`src/rtl/dispatch_group_n_if.sv`:
```
// Dispatch-group bundle: instruction-queue side, RS occupancy inputs and per-lane dispatch outputs.
// The front end drives the master side; the dispatch unit attaches to the slave side.
interface dispatch_group_n_if #(
    parameter int DISPATCH_WIDTH = 2,
    parameter int RS_DEPTH       = 4,
    parameter int REG_W          = 5
);
    localparam int W     = DISPATCH_WIDTH;
    localparam int TAG_W = 1 + $clog2(RS_DEPTH);
    localparam int PC_W  = $clog2(W + 1);

    logic                 flush;
    logic [32*W-1:0]      instr_in;
    logic [W-1:0]         instr_valid;
    logic                 instr_queue_empty;
    logic [PC_W-1:0]      pop_count;
    logic [RS_DEPTH-1:0]  add_rs_busy;
    logic [RS_DEPTH-1:0]  mul_rs_busy;
    logic [W-1:0]         disp_valid;
    logic [TAG_W*W-1:0]   disp_tag;
    logic [REG_W*W-1:0]   disp_rs1;
    logic [REG_W*W-1:0]   disp_rs2;
    logic [REG_W*W-1:0]   disp_rd;
    logic [W-1:0]         src1_fwd;
    logic [W-1:0]         src2_fwd;
    logic [TAG_W*W-1:0]   src1_ftag;
    logic [TAG_W*W-1:0]   src2_ftag;
    logic                 done;

    modport master (
        output flush, instr_in, instr_valid, instr_queue_empty, add_rs_busy, mul_rs_busy,
        input  pop_count, disp_valid, disp_tag, disp_rs1, disp_rs2, disp_rd,
               src1_fwd, src2_fwd, src1_ftag, src2_ftag, done
    );

    modport slave (
        input  flush, instr_in, instr_valid, instr_queue_empty, add_rs_busy, mul_rs_busy,
        output pop_count, disp_valid, disp_tag, disp_rs1, disp_rs2, disp_rd,
               src1_fwd, src2_fwd, src1_ftag, src2_ftag, done
    );
endinterface

```
`src/rtl/dispatch_group_n.sv`:
```
// In-order N-wide dispatch into adder/multiplier reservation stations with intra-group RAW
// forwarding tags and an end-of-program drain/done FSM.
module dispatch_group_n #(
    parameter int DISPATCH_WIDTH = 2,
    parameter int RS_DEPTH       = 4,
    parameter int REG_W          = 5
) (
    input  logic              clk,
    input  logic              rst_n,
    dispatch_group_n_if.slave dif
);
    localparam int W     = DISPATCH_WIDTH;
    localparam int IDX_W = $clog2(RS_DEPTH);
    localparam int TAG_W = 1 + IDX_W;
    localparam int PC_W  = $clog2(W + 1);

    typedef enum logic [1:0] {S_RUN, S_DRAIN, S_DONE} state_e;

    state_e state_q, state_d;
    logic   done_q, done_d;

    logic [W-1:0][31:0]      instr;
    logic [W-1:0]            is_add, is_mul;
    logic [W-1:0][REG_W-1:0] rs1, rs2, rd;

    logic [RS_DEPTH-1:0] add_resv_q, add_resv_d, mul_resv_q, mul_resv_d;
    logic [RS_DEPTH-1:0] add_taken, mul_taken;
    logic [W-1:0]            grant;
    logic [W-1:0][TAG_W-1:0] tag_c;
    logic [PC_W-1:0]         pop_c;
    logic                    stop, found;
    logic [IDX_W-1:0]        slot;

    logic [W-1:0]            fwd1_c, fwd2_c;
    logic [W-1:0][TAG_W-1:0] ftag1_c, ftag2_c;

    logic [W-1:0]            valid_q, fwd1_q, fwd2_q;
    logic [W-1:0][TAG_W-1:0] tag_q, ftag1_q, ftag2_q;
    logic [W-1:0][REG_W-1:0] rs1_q, rs2_q, rd_q;

    assign instr = dif.instr_in;

    always_comb begin : decode
        for (int unsigned i = 0; i < W; i++) begin
            is_add[i] = (instr[i][6:0] == 7'b0110011) && (instr[i][14:12] == 3'b000)
                        && (instr[i][31:25] == 7'b0000000);
            is_mul[i] = (instr[i][6:0] == 7'b0110011) && (instr[i][14:12] == 3'b000)
                        && (instr[i][31:25] == 7'b0000001);
            rs1[i]    = REG_W'(instr[i][19:15]);
            rs2[i]    = REG_W'(instr[i][24:20]);
            rd[i]     = REG_W'(instr[i][11:7]);
        end
    end

    // Slots granted last cycle stay reserved until the RS busy vector reflects them.
    always_comb begin : allocate
        add_taken  = dif.add_rs_busy | add_resv_q;
        mul_taken  = dif.mul_rs_busy | mul_resv_q;
        add_resv_d = '0;
        mul_resv_d = '0;
        grant      = '0;
        tag_c      = '0;
        pop_c      = '0;
        stop       = 1'b0;
        found      = 1'b0;
        slot       = '0;
        for (int unsigned i = 0; i < W; i++) begin
            if (!stop) begin
                if (!dif.instr_valid[i]) begin
                    stop = 1'b1;
                end else if (is_add[i] || is_mul[i]) begin
                    found = 1'b0;
                    slot  = '0;
                    for (int unsigned k = 0; k < RS_DEPTH; k++) begin
                        if (!found && !(is_mul[i] ? mul_taken[k] : add_taken[k])) begin
                            found = 1'b1;
                            slot  = IDX_W'(k);
                        end
                    end
                    if (!found) begin
                        stop = 1'b1;
                    end else begin
                        grant[i] = 1'b1;
                        tag_c[i] = {is_mul[i], slot};
                        pop_c    = pop_c + PC_W'(1);
                        if (is_mul[i]) begin
                            mul_taken[slot]  = 1'b1;
                            mul_resv_d[slot] = 1'b1;
                        end else begin
                            add_taken[slot]  = 1'b1;
                            add_resv_d[slot] = 1'b1;
                        end
                    end
                end else begin
                    pop_c = pop_c + PC_W'(1);
                end
            end
        end
        if (dif.flush) begin
            pop_c      = '0;
            add_resv_d = '0;
            mul_resv_d = '0;
        end
    end

    // Later matches overwrite earlier ones so the youngest older producer wins.
    always_comb begin : forward
        fwd1_c  = '0;
        fwd2_c  = '0;
        ftag1_c = '0;
        ftag2_c = '0;
        for (int unsigned i = 0; i < W; i++) begin
            if (grant[i]) begin
                for (int unsigned j = 0; j < i; j++) begin
                    if (grant[j] && (rd[j] != '0)) begin
                        if (rd[j] == rs1[i]) begin
                            fwd1_c[i]  = 1'b1;
                            ftag1_c[i] = tag_c[j];
                        end
                        if (rd[j] == rs2[i]) begin
                            fwd2_c[i]  = 1'b1;
                            ftag2_c[i] = tag_c[j];
                        end
                    end
                end
            end
        end
    end

    always_ff @(posedge clk or negedge rst_n) begin : dispatch_regs
        if (!rst_n) begin
            valid_q    <= '0;
            tag_q      <= '0;
            rs1_q      <= '0;
            rs2_q      <= '0;
            rd_q       <= '0;
            fwd1_q     <= '0;
            fwd2_q     <= '0;
            ftag1_q    <= '0;
            ftag2_q    <= '0;
            add_resv_q <= '0;
            mul_resv_q <= '0;
        end else if (dif.flush) begin
            valid_q    <= '0;
            tag_q      <= '0;
            rs1_q      <= '0;
            rs2_q      <= '0;
            rd_q       <= '0;
            fwd1_q     <= '0;
            fwd2_q     <= '0;
            ftag1_q    <= '0;
            ftag2_q    <= '0;
            add_resv_q <= '0;
            mul_resv_q <= '0;
        end else begin
            valid_q    <= grant;
            fwd1_q     <= fwd1_c;
            fwd2_q     <= fwd2_c;
            ftag1_q    <= ftag1_c;
            ftag2_q    <= ftag2_c;
            add_resv_q <= add_resv_d;
            mul_resv_q <= mul_resv_d;
            for (int unsigned i = 0; i < W; i++) begin
                tag_q[i] <= grant[i] ? tag_c[i] : '0;
                rs1_q[i] <= grant[i] ? rs1[i]   : '0;
                rs2_q[i] <= grant[i] ? rs2[i]   : '0;
                rd_q[i]  <= grant[i] ? rd[i]    : '0;
            end
        end
    end

    always_ff @(posedge clk or negedge rst_n) begin : state_reg
        if (!rst_n) begin
            state_q <= S_RUN;
            done_q  <= 1'b0;
        end else begin
            state_q <= state_d;
            done_q  <= done_d;
        end
    end

    always_comb begin : next_state
        state_d = state_q;
        case (state_q)
            S_RUN:   if (dif.instr_queue_empty && (dif.instr_valid == '0)) state_d = S_DRAIN;
            S_DRAIN: begin
                if (dif.instr_valid != '0) begin
                    state_d = S_RUN;
                end else if ((dif.add_rs_busy == '0) && (dif.mul_rs_busy == '0) &&
                             (add_resv_q == '0) && (mul_resv_q == '0) && (valid_q == '0)) begin
                    state_d = S_DONE;
                end
            end
            S_DONE:  state_d = S_DONE;
            default: state_d = S_RUN;
        endcase
        // Flush restarts the drain tracking but never revokes a completed program.
        if (dif.flush && (state_q != S_DONE)) state_d = S_RUN;
    end

    always_comb begin : outputs
        done_d = (state_q == S_DONE);
    end

    assign dif.pop_count  = pop_c;
    assign dif.disp_valid = valid_q;
    assign dif.disp_tag   = tag_q;
    assign dif.disp_rs1   = rs1_q;
    assign dif.disp_rs2   = rs2_q;
    assign dif.disp_rd    = rd_q;
    assign dif.src1_fwd   = fwd1_q;
    assign dif.src2_fwd   = fwd2_q;
    assign dif.src1_ftag  = ftag1_q;
    assign dif.src2_ftag  = ftag2_q;
    assign dif.done       = done_q;
endmodule
```
`src/flat_wrapper.sv`:
```
// flat-port wrapper written by rule: the top's interface ports become plain ports
module dispatch_group_n_flat 
#(
    parameter int DISPATCH_WIDTH = 2,
    parameter int RS_DEPTH       = 4,
    parameter int REG_W          = 5
)
  (clk, rst_n, dif_flush, dif_instr_in, dif_instr_valid, dif_instr_queue_empty, dif_add_rs_busy, dif_mul_rs_busy, dif_pop_count, dif_disp_valid, dif_disp_tag, dif_disp_rs1, dif_disp_rs2, dif_disp_rd, dif_src1_fwd, dif_src2_fwd, dif_src1_ftag, dif_src2_ftag, dif_done);
  dispatch_group_n_if #(.DISPATCH_WIDTH(DISPATCH_WIDTH), .RS_DEPTH(RS_DEPTH), .REG_W(REG_W)) dif_i ();
  input  logic clk;
  input  logic rst_n;
  input wire logic [$bits(dif_i.flush)-1:0] dif_flush;
  input wire logic [$bits(dif_i.instr_in)-1:0] dif_instr_in;
  input wire logic [$bits(dif_i.instr_valid)-1:0] dif_instr_valid;
  input wire logic [$bits(dif_i.instr_queue_empty)-1:0] dif_instr_queue_empty;
  input wire logic [$bits(dif_i.add_rs_busy)-1:0] dif_add_rs_busy;
  input wire logic [$bits(dif_i.mul_rs_busy)-1:0] dif_mul_rs_busy;
  output wire logic [$bits(dif_i.pop_count)-1:0] dif_pop_count;
  output wire logic [$bits(dif_i.disp_valid)-1:0] dif_disp_valid;
  output wire logic [$bits(dif_i.disp_tag)-1:0] dif_disp_tag;
  output wire logic [$bits(dif_i.disp_rs1)-1:0] dif_disp_rs1;
  output wire logic [$bits(dif_i.disp_rs2)-1:0] dif_disp_rs2;
  output wire logic [$bits(dif_i.disp_rd)-1:0] dif_disp_rd;
  output wire logic [$bits(dif_i.src1_fwd)-1:0] dif_src1_fwd;
  output wire logic [$bits(dif_i.src2_fwd)-1:0] dif_src2_fwd;
  output wire logic [$bits(dif_i.src1_ftag)-1:0] dif_src1_ftag;
  output wire logic [$bits(dif_i.src2_ftag)-1:0] dif_src2_ftag;
  output wire logic [$bits(dif_i.done)-1:0] dif_done;
  assign dif_i.flush = dif_flush;
  assign dif_i.instr_in = dif_instr_in;
  assign dif_i.instr_valid = dif_instr_valid;
  assign dif_i.instr_queue_empty = dif_instr_queue_empty;
  assign dif_i.add_rs_busy = dif_add_rs_busy;
  assign dif_i.mul_rs_busy = dif_mul_rs_busy;
  assign dif_pop_count = dif_i.pop_count;
  assign dif_disp_valid = dif_i.disp_valid;
  assign dif_disp_tag = dif_i.disp_tag;
  assign dif_disp_rs1 = dif_i.disp_rs1;
  assign dif_disp_rs2 = dif_i.disp_rs2;
  assign dif_disp_rd = dif_i.disp_rd;
  assign dif_src1_fwd = dif_i.src1_fwd;
  assign dif_src2_fwd = dif_i.src2_fwd;
  assign dif_src1_ftag = dif_i.src1_ftag;
  assign dif_src2_ftag = dif_i.src2_ftag;
  assign dif_done = dif_i.done;
  dispatch_group_n #(.DISPATCH_WIDTH(DISPATCH_WIDTH), .RS_DEPTH(RS_DEPTH), .REG_W(REG_W)) u_core (.clk(clk), .rst_n(rst_n), .dif(dif_i));
endmodule
```
`config.mk`:
```
export PLATFORM = sky130hd
export DESIGN_NAME = dispatch_group_n_flat
export DESIGN_NICKNAME = d
export VERILOG_FILES = /design/src/rtl/dispatch_group_n_if.sv /design/src/rtl/dispatch_group_n.sv /design/src/flat_wrapper.sv
export SDC_FILE = /design/constraint.sdc
export NUM_CORES = 1
export LEC_CHECK = 0
export CORE_MARGIN = 3
export CORE_UTILIZATION = 38
export CTS_BUF_LIST = sky130_fd_sc_hd__clkbuf_4 sky130_fd_sc_hd__clkbuf_8
export DETAILED_ROUTE_END_ITERATION = 12
export GPL_TIMING_DRIVEN = 1
export PLACE_DENSITY = 0.78
export REMOVE_ABC_BUFFERS = 1
export SLEW_MARGIN = 20
export SYNTH_ARGS = -nofsm -noshare
export SYNTH_HDL_FRONTEND = slang
export SYNTH_SLANG_ARGS = --single-unit
```
`constraint.sdc`:
```
create_clock -name clk -period 3.4 [get_ports clk]
set_input_delay 0.51 -clock clk [delete_from_list [all_inputs] [get_ports clk]]
set_output_delay 0.51 -clock clk [all_outputs]
set_load 0.01 [all_outputs]
```
==> images/flops_by_reg.png <==
(3 px per µm) Other sequential cells in the stronger grey, the rest of the logic in the fainter grey.
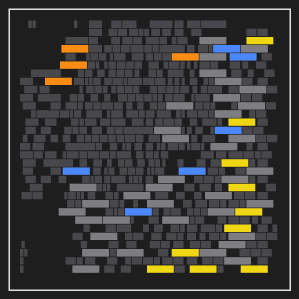
Yellow stands for u_core.dif.disp_rs2, sequential cells 10. Blue stands for u_core.dif.disp_tag, sequential cells 6. Orange stands for u_core.add_resv_q, sequential cells 4, where upper left.
Another 37 sequential cells are not coloured.

==> images/io_fan.png <==
(4 px per µm)
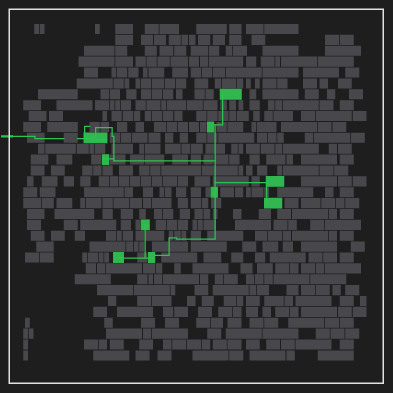
Green stands for dif_flush, bits 1, direction input, edge left, end cells 11, buffers 2, wire 166 µm.

==> results.json <==
{
  "first_pass_iters": 4,
  "end_kind": "output pin",
  "combPwrFrac_pct": 16.6,
  "synth.area.top_cells": "dfrtp_1 49%, and2_1 7.2%, nor3_1 2.8%",
  "chipHeight_um": 93.2,
  "worstPathArrival_ps": 2830,
  "fin_util_pct": 70.9,
  "drive_gt1_share_pct": 30.8,
  "start_kind": "input port",
  "ys_ff": 57,
  "p_int_w": 0.00111,
  "fin_nets": 559,
  "clk_pin_slew_ps": 60,
  "finClkSkew_ps": 9.71,
  "p_sw_w": 0.000368,
  "slew_viol_final": 0,
  "swShare_pct": 25.0,
  "tightest_slew_ps": 939,
  "hold_viol": 0,
  "grt-ovfl-total": 0,
  "critical_path_class": "in2out",
  "clkLatencyLatePin_ps": 330,
  "cts-htree-levels": 3,
  "core_um2": 7290,
  "io_pins": 135,
  "power_density_nw_per_um2": 286,
  "die_w_um": 93.2,
  "holdBufCountCts": 0,
  "power.total_w": 0.00148,
  "grt_pass1_vias": 3107,
  "min-delay-path-class": "in2async",
  "gp_congestion": 0.960,
  "drc": 0,
  "cp-startpoint": "dif_instr_in[2]",
  "seq_power_share_pct": 46.0,
  "worst_r2r_endpoint": "u_core.mul_resv_q[1]",
  "grt_pass1_wl_um": 15200,
  "fillers": 543,
  "relSlewSlack_pct": 37.4,
  "status": "completed",
  "clock-sinks": 57,
  "syn_inst": 269,
  "lay_top_cells": "88 x clkdlybuf4s50_1, 75 x buf_4, 57 x dfrtp_1",
  "hpwl_um": 7350,
  "leakage_nw": 2.46,
  "initialDrtViolationCount": 170,
  "grt_start_max_net_pins": 45,
  "fin_ws_ps": 61.3,
  "avgViaCountPerCell": 5.01,
  "clock-root-buffer": "clkbuf_8",
  "row_count": 31,
  "synth-edff-count": 0,
  "lay_top_count": "clkdlybuf4s50_1",
  "required_ps": 2890,
  "synthArstFlopShare_pct": 100,
  "rrSetupSlack_ps": 1020,
  "ys_chip_area_um2": 2890,
  "synth-seq-area-share_pct": 49.4,
  "path_max_fanout": 3,
  "warnings": 25,
  "power_frac_clock_pct": 37.4,
  "numCtsBuffers": 9,
  "drv_cap": 0,
  "fin_crit_sh_pct": 98.2,
  "initCoreUtil_pct": 39.6,
  "ys_cells": 269,
  "syn2layout_area_growth_pct": 79.1,
  "avgSynthCellArea_um2": 10.7,
  "cts_tree": "built",
  "synthDistinctLibCells": 63,
  "period_needed_ps": 3340,
  "antenna_found_initial": 0,
  "ir_worst_vdd_v": 0.000137,
  "top_area_cell": "dfrtp_1",
  "fmax_mhz": 300,
  "reg2regPathDepth": 8,
  "port_buffers": 126,
  "setup_viol": 0,
  "place_area_um2": 4650,
  "top_cell_area_share_pct": 49.4,
  "yosysWarnings": 0,
  "clock_path_buffers": 2,
  "syn_area_um2": 2890,
  "fin_cells": 584,
  "antenna_left": 0,
  "final_cell_area_um2": 5170,
  "dieArea_um2": 8680,
  "ff_type": "dfrtp_1",
  "dp_cells": 549,
  "dp_slack_ps": -786,
  "crit-reg2reg-launch": "u_core.mul_resv_q[0]"
}
==> images/wires.png <==
(4 px per µm)
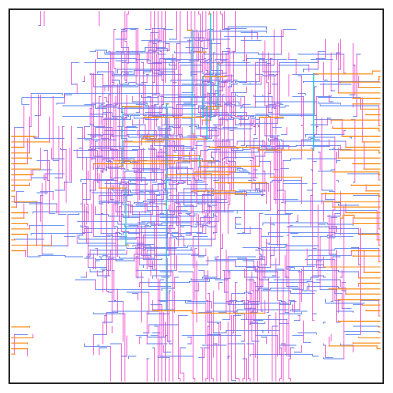
Magenta stands for metal 2, wire length 4910 µm. Cyan stands for metal 4, wire length 185 µm. Orange stands for metal 3, wire length 744 µm. Blue stands for metal 1, wire length 3890 µm.
total track usage: 22.7%
Routed WL: 9730 µm
Vias: 2927
wire length per cell: 16.7 µm

-- final cells by class --
type	count	area [µm²]	share of cell area, %
timing repair buffer	206	1850	35.8
multi-input combinational	195	1550	30.0
sequential	57	1430	27.6
clock buffer	12	153	2.95
tap	99	124	2.40
inverter	11	43.8	0.847
clock inverter	3	17.5	0.339
antenna	1	2.50	0.0484
-- sequential cells by signal (all words and copies together) (netlist names), 2 cells and up --
| name | count |
|---|---|
| u_core.add_resv_q | 4 |
| u_core.dif.disp_rd | 10 |
| u_core.dif.disp_rs1 | 10 |
| u_core.dif.disp_rs2 | 10 |
| u_core.dif.disp_tag | 6 |
| u_core.dif.disp_valid | 2 |
| u_core.dif.src1_ftag | 3 |
| u_core.dif.src2_ftag | 3 |
| u_core.mul_resv_q | 4 |
| u_core.state_q | 2 |
-- metal layers --
layer  share of wire (%)  vias to the layer above  track usage (%)  wire (µm)
met1                  40                     1402             26.6       3890
met4                 1.9                        0             7.81        184
met5                   0                        -                0          0
met2                  50                      123             39.7       4910
li1                    -                     1380                -          -
met3                 7.6                       22             6.28        744
-- cell usage after synthesis, types with 3 or more instances --
cell       n
o21ai_0    4
or4_4      4
nor3_1    16
a21oi_1    6
buf_4      9
nor4_2     3
nor2_1    19
dfrtp_1   57
xor2_1     4
nor4_1     3
nand2_1   10
nand4_1    4
and2_1    33
inv_1     11
nor2b_1    4
nand2b_1   3
nand3_1    7
a32o_1     3
xnor2_1    6
or4_1      6
o22ai_1    3
-- worst max-delay path by stage --
stage / end
floorplan: dif_pop_count[0]
global placement: dif_pop_count[0]
detailed placement: dif_pop_count[0]
CTS: dif_pop_count[0]
global route: dif_pop_count[0]
finish: dif_pop_count[0]
-- cells by family (layout without fill, tap and decap cells) --
family                     after synthesis  in the layout  share of synthesized area [%]
AOI/OAI and AO/OA                       38             38                           11.2
xor gates and xnor gates                10             10                           3.03
adders and majority gates                2              2                          0.780
buffers and inverters                   24            232                           4.81
DFF                                     57             57                           49.4
muxes                                    5              5                           1.95
other                                    1              9                          0.130
and+or+nand+nor                        132            132                           28.7
-- worst max-delay path, cell delays in order --
cell and delay, ps:
dlygate4sd2_1 240, nand4b_1 190, or4_4 600, o21ai_1 210, o22a_1 210, and4_4 260
inv_4 40, ha_4 250, a21oi_2 40, nor3_1 120, buf_2 160
-- per-stage QoR --
stage	hold WS (ps)	TNS [ps]
after floorplan	214	-176
after global placement	480	-1220
after detailed placement	491	-1430
after CTS	355	0
after global routing	404	-12.8
final	321	0
-- power by group through the flow --
stage | Combinational, W | Sequential [W] | Clock (W)
3_3_place_gp | 0.000219 | 0.000691 | 0
6_report | 0.000245 | 0.000679 | 0.000552
3_5_place_dp | 0.000223 | 0.000691 | 0
4_1_cts | 0.000239 | 0.000679 | 0.000562
5_1_grt | 0.000264 | 0.000678 | 0.000595
2_1_floorplan | 0.0000543 | 0.000692 | 0
-- what timing repair did --
item | 4_1_cts | 5_1_grt
setup endpoints to repair | 2 | 2
pin swaps | 24 | 19
buffers inserted | 14 | 5
gates resized | 66 | 36
Power is estimated from default activity; no workload was simulated.
